## config.mk

```make
export PLATFORM = sky130hd
export DESIGN_NAME = alu_issue_ctrl_flat
export DESIGN_NICKNAME = d
export VERILOG_FILES = /design/src/rtl/alu_issue_ctrl_if.sv /design/src/rtl/alu_issue_ctrl.sv /design/src/flat_wrapper.sv
export SDC_FILE = /design/constraint.sdc
export NUM_CORES = 1
export LEC_CHECK = 0
export CORE_ASPECT_RATIO = 1.5
export CORE_MARGIN = 2
export CORE_UTILIZATION = 40
export DETAILED_ROUTE_END_ITERATION = 10
export GPL_TIMING_DRIVEN = 0
export PLACE_DENSITY = 0.76
export SYNTH_ARGS = -nofsm -noshare
export SYNTH_HDL_FRONTEND = slang
export SYNTH_SLANG_ARGS = --single-unit
```

## constraint.sdc

```tcl
create_clock -name clock -period 2.5 [get_ports clock]
set_input_delay 0.375 -clock clock [delete_from_list [all_inputs] [get_ports clock]]
set_output_delay 0.375 -clock clock [all_outputs]
set_load 0.01 [all_outputs]
```

## src/rtl/alu_issue_ctrl_if.sv

```systemverilog
// Request/response handshake bundle between a bus master and the ALU issue controller.
// The master issues operations and consumes result beats; the controller is the slave.
interface alu_issue_ctrl_if;
  logic        req_valid;
  logic        req_ready;
  logic [4:0]  req_opcode;
  logic [31:0] req_a;
  logic [31:0] req_b;
  logic        rsp_valid;
  logic        rsp_ready;
  logic [31:0] rsp_data;
  logic        rsp_hi;

  modport master (
    output req_valid, req_opcode, req_a, req_b, rsp_ready,
    input  req_ready, rsp_valid, rsp_data, rsp_hi
  );

  modport slave (
    input  req_valid, req_opcode, req_a, req_b, rsp_ready,
    output req_ready, rsp_valid, rsp_data, rsp_hi
  );
endinterface

```

## src/rtl/alu_issue_ctrl.sv

```systemverilog
// Sequential front end for the combinational ALU: latches one request, holds it for the
// class settle time, captures the 64-bit result and returns it as one or two 32-bit beats.
module alu_issue_ctrl #(
  parameter int LAT_SIMPLE = 1,
  parameter int LAT_MULDIV = 2
) (
  input  logic               clock,
  input  logic               clear,
  alu_issue_ctrl_if.slave    bus,
  output logic        [31:0] alu_a,
  output logic        [31:0] alu_b,
  output logic        [4:0]  alu_opcode,
  input  logic        [63:0] alu_c,
  output logic        [31:0] z_lo,
  output logic        [31:0] z_hi,
  output logic               busy,
  output logic               err_illegal
);

  localparam int LAT_MAX = (LAT_SIMPLE > LAT_MULDIV) ? LAT_SIMPLE : LAT_MULDIV;
  localparam int CNT_W   = (LAT_MAX > 1) ? $clog2(LAT_MAX) : 1;

  localparam logic [4:0] OP_ADD  = 5'b00011;
  localparam logic [4:0] OP_SUB  = 5'b00100;
  localparam logic [4:0] OP_AND  = 5'b00101;
  localparam logic [4:0] OP_OR   = 5'b00110;
  localparam logic [4:0] OP_ROR  = 5'b00111;
  localparam logic [4:0] OP_ROL  = 5'b01000;
  localparam logic [4:0] OP_SHR  = 5'b01001;
  localparam logic [4:0] OP_SHRA = 5'b01010;
  localparam logic [4:0] OP_SHL  = 5'b01011;
  localparam logic [4:0] OP_XOR  = 5'b01101;
  localparam logic [4:0] OP_NOR  = 5'b01110;
  localparam logic [4:0] OP_DIV  = 5'b01111;
  localparam logic [4:0] OP_MUL  = 5'b10000;
  localparam logic [4:0] OP_NEG  = 5'b10001;
  localparam logic [4:0] OP_NOT  = 5'b10010;
  localparam logic [4:0] OP_NOP  = 5'b11010;

  typedef enum logic [1:0] {IDLE, EXEC, SEND_LO, SEND_HI} state_t;

  state_t           state;
  logic [CNT_W-1:0] cnt;
  logic             two_beat;

  function automatic logic is_legal(input logic [4:0] op);
    case (op)
      OP_ADD, OP_SUB, OP_AND, OP_OR, OP_ROR, OP_ROL, OP_SHR, OP_SHRA,
      OP_SHL, OP_XOR, OP_NOR, OP_DIV, OP_MUL, OP_NEG, OP_NOT, OP_NOP: is_legal = 1'b1;
      default:                                                       is_legal = 1'b0;
    endcase
  endfunction

  function automatic logic is_muldiv(input logic [4:0] op);
    is_muldiv = (op == OP_MUL) || (op == OP_DIV);
  endfunction

  // Ready is forced low while clear is held so nothing is accepted during reset.
  assign bus.req_ready = (state == IDLE) && clear;
  assign busy          = (state != IDLE);

  always_ff @(posedge clock or negedge clear) begin
    if (!clear) begin
      state         <= IDLE;
      cnt           <= '0;
      two_beat      <= 1'b0;
      alu_a         <= '0;
      alu_b         <= '0;
      alu_opcode    <= '0;
      z_lo          <= '0;
      z_hi          <= '0;
      bus.rsp_valid <= 1'b0;
      bus.rsp_data  <= '0;
      bus.rsp_hi    <= 1'b0;
      err_illegal   <= 1'b0;
    end else begin
      err_illegal <= 1'b0;
      case (state)
        IDLE: begin
          if (bus.req_valid) begin
            if (!is_legal(bus.req_opcode)) begin
              err_illegal <= 1'b1;
            end else if (bus.req_opcode != OP_NOP) begin
              alu_a      <= bus.req_a;
              alu_b      <= bus.req_b;
              alu_opcode <= bus.req_opcode;
              two_beat   <= is_muldiv(bus.req_opcode);
              cnt        <= is_muldiv(bus.req_opcode) ? CNT_W'(LAT_MULDIV - 1)
                                                      : CNT_W'(LAT_SIMPLE - 1);
              state      <= EXEC;
            end
          end
        end
        EXEC: begin
          if (cnt == '0) begin
            z_lo          <= alu_c[31:0];
            z_hi          <= alu_c[63:32];
            bus.rsp_valid <= 1'b1;
            bus.rsp_data  <= alu_c[31:0];
            bus.rsp_hi    <= 1'b0;
            state         <= SEND_LO;
          end else begin
            cnt <= cnt - 1'b1;
          end
        end
        SEND_LO: begin
          if (bus.rsp_ready) begin
            if (two_beat) begin
              bus.rsp_data <= z_hi;
              bus.rsp_hi   <= 1'b1;
              state        <= SEND_HI;
            end else begin
              bus.rsp_valid <= 1'b0;
              state         <= IDLE;
            end
          end
        end
        SEND_HI: begin
          if (bus.rsp_ready) begin
            bus.rsp_valid <= 1'b0;
            bus.rsp_hi    <= 1'b0;
            state         <= IDLE;
          end
        end
        default: state <= IDLE;
      endcase
    end
  end

endmodule

```

## src/flat_wrapper.sv

```systemverilog
// flat-port wrapper written by rule: the top's interface ports become plain ports
module alu_issue_ctrl_flat 
#(
  parameter int LAT_SIMPLE = 1,
  parameter int LAT_MULDIV = 2
)
  (clock, clear, alu_a, alu_b, alu_opcode, alu_c, z_lo, z_hi, busy, err_illegal, bus_req_valid, bus_req_opcode, bus_req_a, bus_req_b, bus_rsp_ready, bus_req_ready, bus_rsp_valid, bus_rsp_data, bus_rsp_hi);
  alu_issue_ctrl_if bus_i ();
  input  logic clock;
  input  logic clear;
  output logic        [31:0] alu_a;
  output logic        [31:0] alu_b;
  output logic        [4:0] alu_opcode;
  input  logic        [63:0] alu_c;
  output logic        [31:0] z_lo;
  output logic        [31:0] z_hi;
  output logic busy;
  output logic err_illegal;
  input wire logic [$bits(bus_i.req_valid)-1:0] bus_req_valid;
  input wire logic [$bits(bus_i.req_opcode)-1:0] bus_req_opcode;
  input wire logic [$bits(bus_i.req_a)-1:0] bus_req_a;
  input wire logic [$bits(bus_i.req_b)-1:0] bus_req_b;
  input wire logic [$bits(bus_i.rsp_ready)-1:0] bus_rsp_ready;
  output wire logic [$bits(bus_i.req_ready)-1:0] bus_req_ready;
  output wire logic [$bits(bus_i.rsp_valid)-1:0] bus_rsp_valid;
  output wire logic [$bits(bus_i.rsp_data)-1:0] bus_rsp_data;
  output wire logic [$bits(bus_i.rsp_hi)-1:0] bus_rsp_hi;
  assign bus_i.req_valid = bus_req_valid;
  assign bus_i.req_opcode = bus_req_opcode;
  assign bus_i.req_a = bus_req_a;
  assign bus_i.req_b = bus_req_b;
  assign bus_i.rsp_ready = bus_rsp_ready;
  assign bus_req_ready = bus_i.req_ready;
  assign bus_rsp_valid = bus_i.rsp_valid;
  assign bus_rsp_data = bus_i.rsp_data;
  assign bus_rsp_hi = bus_i.rsp_hi;
  alu_issue_ctrl #(.LAT_SIMPLE(LAT_SIMPLE), .LAT_MULDIV(LAT_MULDIV)) u_core (.clock(clock), .clear(clear), .bus(bus_i), .alu_a(alu_a), .alu_b(alu_b), .alu_opcode(alu_opcode), .alu_c(alu_c), .z_lo(z_lo), .z_hi(z_hi), .busy(busy), .err_illegal(err_illegal));
endmodule
```

**Run 1: metal 1**

(3 px per um) Supply wires on this layer in grey. Cells faint in the background.
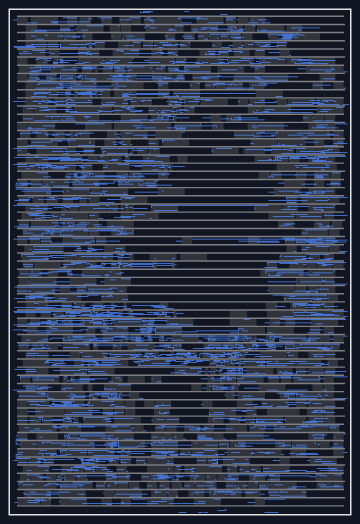
share of all routed wire: 36%
wire length on this layer: 7210 um
nets with wire on the layer: 829
longest straight run: 43.2 um
main direction: horizontal

**Run 1: metal 2**

(3 px per um)
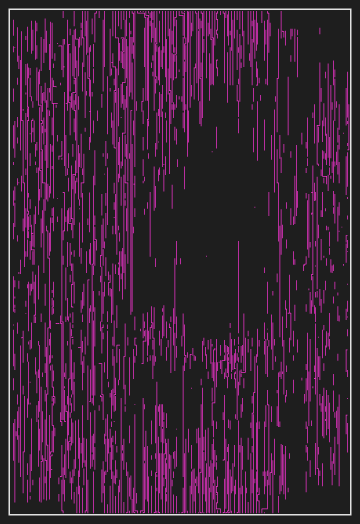
main direction: vertical
wire length on this layer: 10400 um
longest straight run: 68.0 um
share of all routed wire: 53%
nets with wire on the layer: 884
met2 global-route usage: 37.9%
Routed Wire Length: 19.8 mm
overall via count from detail_route: 5162

==> results.py, run 1 <==
# Metrics from the implementation run
metrics = {
    "clock_tree": {
        "cts_bufs_inserted": 17,
        "insertion_delay_ns": 0.43,
        "cts_tree": "yes",
        "clk_pin_slew_worst_setup_hold_paths_ns": 0.07,
        "clock_tree.root_cell": "sky130_fd_sc_hd__clkbuf_16",
        "h-tree-depth": 4,
    },
    "setup_path": {
        "maximum_fanout_along_the_worst_path": 9,
        "timing.critical_path.to_type": "primary output",
        "crit_path_cell_trace": "nor2_1 -> and2_1 -> clkdlybuf4s50_1",
        "slowest_stage": "sky130_fd_sc_hd__clkdlybuf4s50_1",
        "cp_slowest_stage_delay_ns": 0.55,
        "cp_top_family": "buffers and inverters",
        "setup.worst_path.class": "reg2out",
    },
    "sta": {
        "fmax_mhz": 434,
        "timing.final.ws_setup_ns": 0.198,
        "fin_worst_skew_ns": 0.0108,
        "report.final.setup_viol": 0,
        "final.hold.worst_slack_ns": 0.290,
        "final_min_period_over_clock_period_pct": 92.1,
        "max_slew_margin_pct": 65.1,
        "worst-slew-pin-transition_ns": 0.523,
        "finalWorstPathRequiredPeriod_ns": 2.30,
        "maxSlewViolCount": 0,
        "finalHoldViolations": 0,
    },
    "final_layout": {
        "seq_share_pct": 38.4,
        "fillerInstances": 1387,
        "utilization_pct": 63.0,
        "antenna-diode-count": 0,
        "clockNetworkAreaShare_pct": 5.39,
        "fraction_of_final_layout_cells_sized_beyond_drive_strength_1_pct": 22.9,
        "buffer_area_share_pct": 30.3,
        "inverters": 6,
        "comb_share_pct": 23.3,
        "clock_buffer_count": 17,
        "instances_no_fill": 1039,
        "final_layout_top_logic_cell": "sky130_fd_sc_hd__clkdlybuf4s50_1",
        "nets": 946,
        "comb_area_sq_um": 2610,
        "area_delta_synth_final_pct": 56.3,
        "seq_area_sq_um": 4300,
        "repair_and_plain_buffers": 338,
        "seq_cells": 172,
        "most-common-layout-cells": "304 x sky130_fd_sc_hd__clkdlybuf4s50_1, 172 x sky130_fd_sc_hd__dfrtp_1, 65 x sky130_fd_sc_hd__mux2_2",
    },
    "power_and_ir_drop": {
        "powerDensity_nw_per_um2": 1300,
        "leakagePower_uw": 0.00492,
        "power.ir.vdd_worst_v": 0.000604,
    },
    "logic_synthesis": {
        "postSynthCellCount": 480,
        "top_area_share_pct": 60.0,
        "synth_area_per_cell_sq_um": 14.9,
        "synth_top_cell_by_area": "sky130_fd_sc_hd__dfrtp_1",
        "enable_flop_cells": 0,
        "yosysUniqueCellTypes": 35,
        "ys_seq_share_pct": 60.0,
        "top_cells_by_area": "sky130_fd_sc_hd__dfrtp_1 60%, sky130_fd_sc_hd__mux2_4 13%, sky130_fd_sc_hd__mux2_2 10%",
        "synth-simple-area-share_pct": 3.66,
        "yosysWarningCount": 0,
        "ys_ff": 172,
        "asyncSetResetFlopFracSynth_pct": 100,
        "flop_cell": "sky130_fd_sc_hd__dfrtp_1",
        "yosys-dominant-comb-family": "multiplexers",
        "ys_area_sq_um": 7170,
        "area_fraction_in_xor_and_xnor_cells_pct": 0,
        "synth.cellmix.compoundShare_pct": 4.50,
    },
    "hold_path": {
        "min_path_type": "in2reg",
    },
    "flow_run": {
        "log.warning_count": 26,
        "drv_cap": 0,
    },
    "global_route": {
        "layer_carrying_the_most_global_route_usage": "met2",
        "grt_antenna_before_repair": 0,
        "grt_pass1_wl_mm": 31.4,
        "grtUsageTotal_pct": 21.2,
        "grt_overflow": 0,
    },
    "placed_design": {
        "io_buffer_count": 305,
    },
    "floorplanning": {
        "site_row_count": 60,
        "fp.coreArea_sq_um": 17800,
        "floorplan.initialDensity_pct": 40.3,
        "die_y_um": 168,
        "die_area_sq_um": 19000,
    },
    "drt": {
        "met3_wirelength_mm": 1.71,
        "route.top_layer_used": "met4",
        "average_vias_per_placed_instance": 4.97,
        "drc_errors": 0,
        "wire_length_the_detailed_router_placed_on_met1_mm": 7.21,
        "met2_length_mm": 10.4,
    },
    "outcome": {
        "outcome": "completed",
    },
}
**Run 1: the metal 3 layer**

(3 px per um) Cells faint in the background.
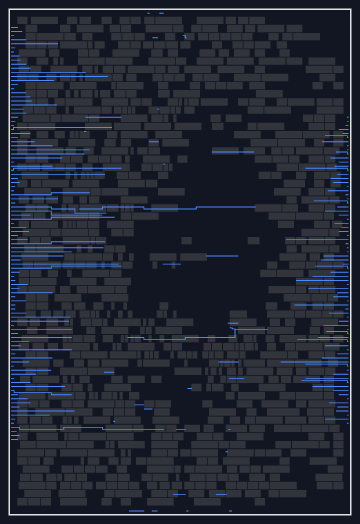
nets with wire on the layer: 190
share of all routed wire: 8.6%
wire length on this layer: 1710 um
longest straight run: 35.9 um
main direction: horizontal
met3 Track Usage GR: 8.24%

## run 1: power by group
part / leakage [uW] / internal (uW) / switching (uW)
clock network: 0.000290 / 1430 / 1240
logic: 0.00258 / 4210 / 2580
registers: 0.00206 / 4180 / 882
## run 1: metrics by stage
stage | TNS [ns] | power (uW)
5_1_grt | 0 | 15300
3_3_place_gp | -981.41 | 11700
2_1_floorplan | 0 | 8080
6_report | 0 | 14500
3_5_place_dp | -3.21 | 11900
4_1_cts | 0 | 14700
## run 1: flip-flops by register name, indices dropped and copies added (netlist names)
| register | cells |
|---|---|
| u_core.bus.rsp_data | 32 |
| u_core.z_lo | 32 |
| u_core.state | 2 |
| u_core.alu_b | 32 |
| u_core.bus.rsp_valid | 1 |
| u_core.alu_opcode | 5 |
| u_core.cnt | 1 |
| u_core.two_beat | 1 |
| u_core.bus.rsp_hi | 1 |
| u_core.err_illegal | 1 |
| u_core.alu_a | 32 |
| u_core.z_hi | 32 |
## run 1: final timing paths
path	startpoint	endpoint	slack, ns	cells past startpoint
setup reg to reg	u_core.state[1]$_DFFE_PN0P_	u_core.bus.rsp_data[22]$_DFFE_PN0P_	0.24	7
hold reg to reg	u_core.bus.rsp_data[13]$_DFFE_PN0P_	u_core.bus.rsp_data[13]$_DFFE_PN0P_	0.48	2
hold / removal	bus_req_opcode[3]	u_core.alu_opcode[3]$_DFFE_PN0P_	0.29	2
max in group asynchronous	clear	u_core.alu_b[23]$_DFFE_PN0P_	1.58	3
setup / recovery	u_core.state[0]$_DFFE_PN0P_	bus_req_ready	0.20	3
min in group asynchronous	clear	u_core.bus.rsp_data[7]$_DFFE_PN0P_	0.54	3
## run 1: timing repair
| action | in CTS | in global routing |
|---|---|---|
| endpoints found under the hold margin | 35 | 0 |
| gates resized | 0 | 0 |
| hold buffers | 4 | 0 |
**Run 1: the metal 4 layer**

(2 px per um) Supply wires on this layer in grey. Cells faint in the background.
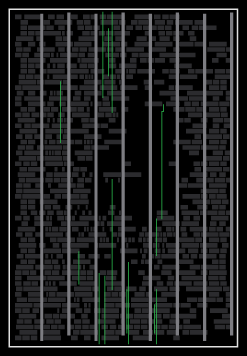

## Run 2: what changed since run 1
--- a/config.mk
+++ b/config.mk
@@ -5,7 +5,7 @@
 export SDC_FILE = /design/constraint.sdc
 export NUM_CORES = 1
 export LEC_CHECK = 0
-export CORE_ASPECT_RATIO = 1.5
+export CORE_ASPECT_RATIO = 1.75
 export CORE_MARGIN = 2
 export CORE_UTILIZATION = 40
 export DETAILED_ROUTE_END_ITERATION = 10
**Run 2: the metal 4 layer**

(3 px per um) Supply wires on this layer in grey. Cells faint in the background.
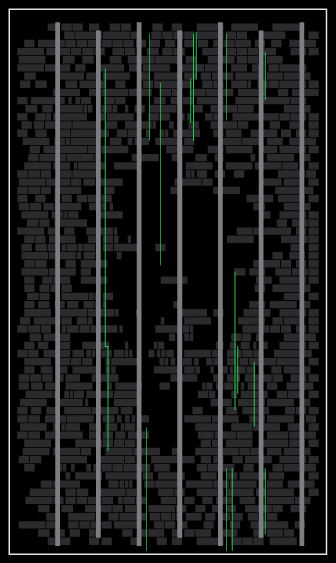
wire length on this layer: 533 um
nets with wire on the layer: 13
main direction: vertical

**Run 2: metal 1**

(3 px per um) Supply wires on this layer in grey. Cells faint in the background.
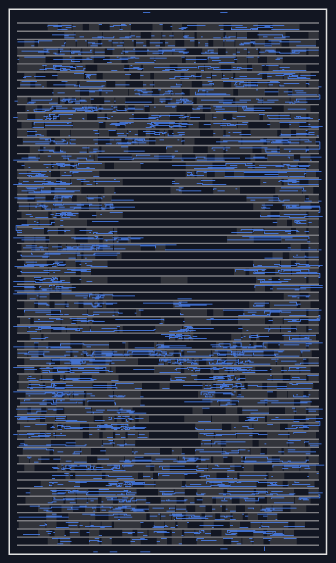
share of all routed wire: 35%
longest straight run: 50.6 um
met1 layer usage reported by global route: 21.2%
overall via count from detail_route: 5110
Routed Wire Length: 19.6 mm

==> results.py, run 2 <==
# Metrics from the implementation run
metrics = {
    "floorplanning": {
        "fp.coreArea_sq_um": 17500,
        "floorplan.initialDensity_pct": 40.9,
        "fp.dieW_um": 105,
        "die_y_um": 181,
        "io-pin-count": 307,
        "die_area_sq_um": 19100,
        "site_row_count": 64,
    },
    "sta": {
        "fin_setup_tns_ns": 0,
        "max_slew_margin_pct": 54.6,
        "report.final.setup_viol": 0,
        "finalHoldViolations": 72,
        "grt_setup_unrepaired": "false",
        "timing.final.ws_setup_ns": 0.200,
        "final.hold.worst_slack_ns": -0.113,
        "finalWorstPathRequiredPeriod_ns": 2.30,
        "fmax_mhz": 435,
        "final_min_period_over_clock_period_pct": 92.0,
        "fin_worst_skew_ns": 0.00582,
        "worst-slew-pin-transition_ns": 0.678,
        "maxSlewViolCount": 0,
    },
    "placed_design": {
        "place_hpwl_mm": 14.7,
        "dp.cells": 1017,
        "placement.cell_area_sq_um": 10500,
        "io_buffer_count": 305,
        "pre_cts_ws_ns": -0.0479,
        "place.gp.congestion": 0.829,
    },
    "clock_tree": {
        "cts_bufs_inserted": 17,
        "h-tree-depth": 4,
        "post_cts_buffers": 0,
        "cts.path.max_buffers": 2,
        "sink_count_of_the_clock_tree": 172,
        "insertion_delay_ns": 0.43,
        "cts_repair_resize_count": 0,
        "clock_tree.root_cell": "sky130_fd_sc_hd__clkbuf_16",
        "clk_pin_slew_worst_setup_hold_paths_ns": 0.06,
        "cts_tree": "yes",
    },
    "flow_run": {
        "log.warning_count": 28,
        "drv_cap": 0,
    },
    "setup_path": {
        "cp-start-kind": "flip-flop",
        "timing.critical_path.to_type": "primary output",
        "cp_slowest_stage_delay_ns": 0.53,
        "worst-r2r-cell-count": 7,
        "critical_path_arrival_ns": 1.93,
        "slowest_stage": "sky130_fd_sc_hd__clkdlybuf4s50_1",
        "crit_path_cell_trace": "nor2_1 -> and2_1 -> clkdlybuf4s50_1",
        "maximum_fanout_along_the_worst_path": 9,
        "worst_r2r_startpoint": "u_core.state[1]$_DFFE_PN0P_",
        "setup.worst_path.class": "reg2out",
        "worstPathRequired_ns": 2.12,
        "beginning_of_the_critical_path": "u_core.state[0]$_DFFE_PN0P_",
    },
    "final_layout": {
        "most-common-layout-cells": "304 x sky130_fd_sc_hd__clkdlybuf4s50_1, 172 x sky130_fd_sc_hd__dfrtp_1, 65 x sky130_fd_sc_hd__mux2_2",
        "utilization_pct": 63.6,
        "area_delta_synth_final_pct": 55.5,
        "final_layout_top_logic_cell": "sky130_fd_sc_hd__clkdlybuf4s50_1",
        "finalInstanceArea_sq_um": 11200,
        "instances_no_fill": 1050,
        "fillerInstances": 1310,
        "antenna-diode-count": 0,
        "fraction_of_final_layout_cells_sized_beyond_drive_strength_1_pct": 22.3,
        "comb_area_sq_um": 2610,
        "nets": 943,
        "seq_area_sq_um": 4300,
    },
    "logic_synthesis": {
        "synth.cells.most_frequent": "172 x sky130_fd_sc_hd__dfrtp_1, 65 x sky130_fd_sc_hd__mux2_2, 64 x sky130_fd_sc_hd__mux2_4",
        "top_cells_by_area": "sky130_fd_sc_hd__dfrtp_1 60%, sky130_fd_sc_hd__mux2_4 13%, sky130_fd_sc_hd__mux2_2 10%",
        "yosysUniqueCellTypes": 35,
        "synth.most_common_cell": "sky130_fd_sc_hd__dfrtp_1",
        "flop_cell": "sky130_fd_sc_hd__dfrtp_1",
        "yosysWarningCount": 0,
        "ys_cells": 480,
        "syn_nets": 617,
        "postSynthCellCount": 480,
        "asyncSetResetFlopFracSynth_pct": 100,
        "ys_seq_share_pct": 60.0,
        "ys_area_sq_um": 7170,
        "synth_top_cell_by_area": "sky130_fd_sc_hd__dfrtp_1",
        "ys_ff": 172,
        "synth_area_per_cell_sq_um": 14.9,
        "top_area_share_pct": 60.0,
        "enable_flop_cells": 0,
        "post_synth_instance_area_sq_um": 7170,
    },
    "global_route": {
        "grt_pass1_wl_mm": 30.6,
        "grt_antenna_before_repair": 0,
        "first_global_vias": 5713,
        "grt_overflow": 0,
        "grtUsageTotal_pct": 20.7,
        "maximum_number_of_pins_on_one_net_before_global_route_repair": 90,
    },
    "hold_path": {
        "min_path_type": "in2async",
    },
    "power_and_ir_drop": {
        "fin_total_pwr_uw": 14500,
        "power.ir.vdd_worst_v": 0.000711,
        "powerDensity_nw_per_um2": 1300,
        "leakagePower_uw": 0.00489,
    },
    "drt": {
        "firstDrtPassIters": 4,
        "first_iter_violations": 149,
        "ant_nets": 0,
        "drc_errors": 0,
        "average_vias_per_placed_instance": 4.87,
    },
    "outcome": {
        "outcome": "finished, violations left",
        "failing_checks": "hold timing",
    },
}
**Run 2: congestion heat map**

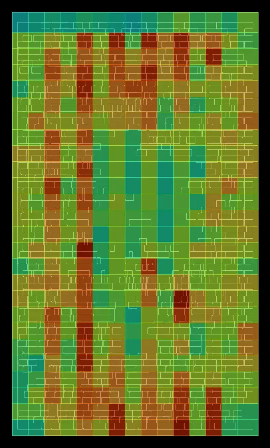
DR WL/cell: 18.7 um
met3 Track Usage GR: 6.93%

[run 2: critical path: cells and delay by family, from the launching register on]
kind / cells / cell delay [ns]
buffers and inverters: 1 / 0.53
flip-flops: 1 / 0.46
AND/OR/NAND/NOR: 2 / 0.51
[run 2: where the power goes]
part | total, uW | leakage [uW] | switching, uW | internal (uW)
clock network | 2660 | 0.000289 | 1080 | 1580
logic | 6780 | 0.00255 | 2580 | 4200
registers | 5060 | 0.00206 | 871 | 4190
[run 2: final cells by class]
| class | instances | share of cell area (%) |
|---|---|---|
| inverters | 6 | 0.202 |
| plain buffers | 28 | 2.13 |
| clock inverters | 9 | 0.998 |
| repair buffers | 307 | 27.7 |
| clock buffers | 23 | 4.37 |
| flip-flops and latches | 172 | 38.6 |
| well taps | 231 | 2.59 |
| multi-input cells | 274 | 23.4 |
[run 2: per-layer routing]
layer	track usage [%]	wire [um]	share of wire, %	vias up
met5	0	0	0	-
met4	8.43	532	2.7	0
met3	6.93	1340	6.8	36
met2	38.1	10800	55	195
met1	21.2	6950	35	2538
li1	-	-	-	2341
[run 2: kinds of logic (layout without fill, tap and decap cells)]
family          count (synthesis)  in the layout  share of synthesized area [%]
mux                           162            162                           28.2
compound gates                 54             54                           4.50
buf+inv                        34            373                           3.63
simple gates                   58             58                           3.66
flops                         172            172                           60.0
[run 2: final timing paths]
kind / endpoint / slack (ns)
setup / recovery: bus_req_ready / 0.20
hold / removal: u_core.alu_a[14]$_DFFE_PN0P_ / -0.11
setup reg to reg: u_core.bus.rsp_data[21]$_DFFE_PN0P_ / 0.28
hold reg to reg: u_core.bus.rsp_data[24]$_DFFE_PN0P_ / 0.48
max in group asynchronous: u_core.alu_a[13]$_DFFE_PN0P_ / 1.14
min in group clock: u_core.alu_opcode[3]$_DFFE_PN0P_ / 0.29
Power and IR drop assume default switching activity.
